==> run_1/final_clocks.png <==
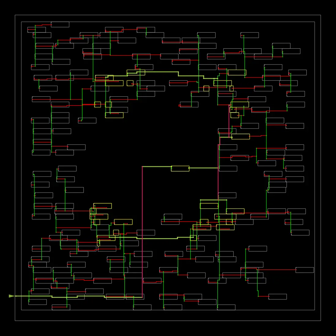
==> run_1/met2.png <==
(2 px per µm)
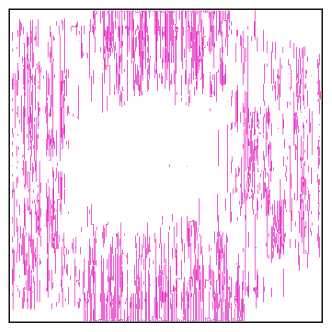
==> run_1/met3.png <==
(2 px per µm)
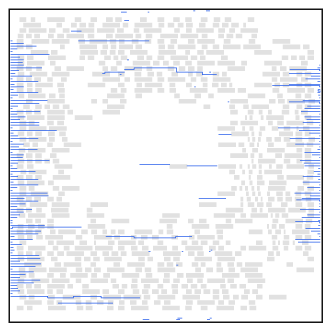
Design id_exe_cmd_reg, sky130hd; sources not shown.
==> qor.yml, run 1 <==
cts_sinks: 163
syn_to_final_growth_pct: 69.5
peakVddDrop_uv: 199
maxCapViolations: 1
initCoreUtil_pct: 27.6
yosys_warnings: 0
grtUsageTotal_pct: 17.2
drv_slew: 85
violations: "capacitance limit, slew limit"
outcome: "finished with violations"
synth_cell_types: 30
grt_pass1_wl_um: 33100
start_kind: "input pin"
min_path_cells: 1
rows: 54
yosys_cells: 433
post-route-min-period_ps: 3110
firstDrtPassIters: 4
clk_pin_slew_ps: 70
path_cells: "dlygate4sd3_1 > inv_8 > clkbuf_2"
fill_cells: 2266
gp_congestion: 0.747
nNetsFinal: 916
final_cells: 1049
antenna_found_initial: 0
cts_tree: "built"
ctsResizeCount: 0
drive_gt1_share_pct: 7.15
Back to the opening pictures, final_clocks.png:
Seq cells: 163
clkbuf count: 18

Back to the opening pictures, met2.png:
share of all routed wire: 51%
longest straight run: 66.3 µm
nets with wire on the layer: 868
wire length on this layer: 10800 µm
main direction: vertical
via count: 5152
GR met2 Demand/Resource: 30.0%
routed wire length: 21100 µm

Back to the opening pictures, met3.png:
main direction: horizontal
nets with wire on the layer: 174
global routing usage on met3: 5.66%

-- run 1: final cells by class --
type | count | area (µm²) | area share [%]
flip-flops and latches | 163 | 4080 | 39.7
repair buffers | 340 | 3410 | 33.2
multi-input cells | 230 | 1840 | 17.9
clock buffers | 18 | 429 | 4.18
well taps | 280 | 350 | 3.41
clock inverters | 14 | 143 | 1.39
inverters | 4 | 22.5 | 0.219
-- run 1: cell usage after synthesis (all sizes together), types with 2 or more instances --
master   number  area [µm²]
o2111ai       2        17.5
nor4          3        18.8
or4           2        15.0
xnor2         2        17.5
clkbuf       29         109
nand2         6        22.5
nor2b         2        12.5
mux2          2        22.5
nor3         15        75.1
dfrtp       163        4080
xor2         14         123
nand4         5        31.3
inv           4        15.0
nor2          5        18.8
and2          2        12.5
or3           2        12.5
a22o        146        1280
nand3        12        60.1
buf           7        27.5
-- run 1: kinds of logic after synthesis --
group | synth area share [%]
muxes | 0.537
DFF | 67.3
AOI/OAI and AO/OA | 22.3
xor gates and xnor gates | 2.31
adders and majority gates | 0.206
and+or+nand+nor | 4.83
buffers and inverters | 2.50
-- run 1: metrics by stage --
step / hold slack [ps] / setup TNS (ps) / total power, mW
4_1_cts: 432 / 0 / 3.36
3_5_place_dp: 416 / 0 / 2.01
2_1_floorplan: 468 / -647540 / 1.66
6_report: 426 / 0 / 3.31
5_1_grt: 440 / 0 / 3.46
3_3_place_gp: 411 / -1873540 / 1.99
-- run 1: report_power, final --
group / switching [mW] / internal, mW / total [mW]
combinational: 0.206 / 0.304 / 0.509
sequential: 0.0584 / 1.42 / 1.47
clock: 0.610 / 0.719 / 1.33
total: 0.875 / 2.44 / 3.31
-- run 1: routing by layer --
metal	global-route usage, %	routed length [µm]
met1	20.2	8430
met2	30.0	10800
met3	5.66	1420
met4	5.13	412
met5	0	0
==> run 1 -> run 2 <==
==> constraint.sdc (replaced) <==
create_clock -name clk -period 2.7 [get_ports clk]
set_clock_uncertainty 0.05 [all_clocks]
set_input_delay 0.27 -clock clk [delete_from_list [all_inputs] [get_ports clk]]
set_output_delay 0.27 -clock clk [all_outputs]
set_load 0.01 [all_outputs]
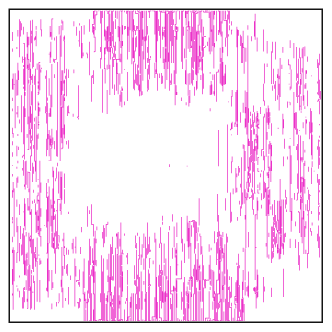
(run_2/met2.png)
(2 px per µm)
wire length on this layer: 10800 µm
main direction: vertical
nets with wire on the layer: 868
share of all routed wire: 51%
routed wire length: 21100 µm
via count: 5137

==> run 2 against run 1 <==
The flow still finishes with violations (capacitance limit, slew limit); routed wire length about the same; worst hold slack got worse by 25 ps; combinational power is 83% higher.
==> qor.yml, run 2 <==
peakVddDrop_uv: 360
slew_headroom_pct: -21.0
yosys_cells: 433
coreArea_um2: 22000
drv_slew: 80
nNetsFinal: 916
drive_gt1_share_pct: 7.28
whs_ps: 401
grt_pass1_wl_um: 33100
initCoreUtil_pct: 27.6
ys_top_cells_by_count: "163 x dfrtp_1, 146 x a22o_1, 29 x clkbuf_1"
synth.area.top_cells: "dfrtp_1 67%, a22o_1 21%, xor2_1 2.0%"
gp_congestion: 0.747
grtUsageTotal_pct: 17.2
firstDrtPassIters: 4
syn_to_final_growth_pct: 70.0
outcome: "finished with violations"
maxCapViolations: 1
post-route-min-period_ps: 2560
most_common_cell: "dfrtp_1"
final_cells: 1049
clk_pin_slew_ps: 70
tns_ps: 0
yosys_warnings: 0
synth_cell_types: 30
rows: 54
top_area_share_pct: 67.3
setup_viol: 0
start_kind: "input pin"
yosysTopAreaCell: "dfrtp_1"
cts_tree: "built"
violations: "capacitance limit, slew limit"
p_total_mw: 6.02
path_cells: "dlygate4sd3_1 > nor3_4 > buf_4 > buf_4 > buf_4 > buf_4 > buf_4 > buf_4 > a22o_1"
min_path_cells: 2
lay_top_cells: "319 x clkdlybuf4s50_1, 163 x dfrtp_1, 146 x a22o_1, 17 x clkbuf_16, 14 x xor2_1"
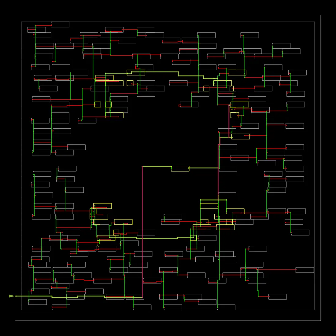
(run_2/final_clocks.png)
Sink Count: 163
clk latency late pin: 410 ps
Clock group: 2.41 mW

[run 2: cell counts after synthesis]
No cell type changed its count.
[run 2: cells by family after synthesis]
logic type	count (synthesis)	synth area share, %
compound gates	154	22.3
xor+xnor	16	2.31
fa+ha+maj	1	0.206
buf+inv	40	2.50
flops	163	67.3
mux	3	0.537
simple gates	56	4.83
[run 2: cell type report]
type	count	area (µm²)
Timing Repair Buffer	340	3430
Clock inverter	14	143
Multi-Input combinational cell	230	1850
Sequential cell	163	4080
Inverter	4	18.8
Tap cell	280	350
Fill cell	2263	11700
Clock buffer	18	429
[run 2: timing repair]
item                       in CTS  in global routing
setup endpoints to repair       0                 25
gates resized                   0                  2
hold buffers                    0                  0
[run 2: where the power goes]
part	total (mW)	switching, mW	internal (mW)	leakage, nW
logic	0.930	0.375	0.555	2.04
clock network	2.41	1.11	1.30	0.277
registers	2.68	0.106	2.57	2.22
total	6.02	1.59	4.43	4.53
[run 2: per-layer routing]
metal | global-route usage (%) | wire length, µm
met5 | 0 | 0
met4 | 5.13 | 421
met3 | 5.66 | 1410
met2 | 30.0 | 10800
met1 | 20.2 | 8400
[run 2: through the flow]
step | area [µm²] | setup WS (ps)
5_1_grt | 10300 | 3.39
3_3_place_gp | 9490 | -11650
6_report | 10300 | 143
3_5_place_dp | 9720 | -427
2_1_floorplan | 5920 | -6280
4_1_cts | 10300 | 13.6
Power figures rest on the tool's default switching activity, not on a simulated workload.
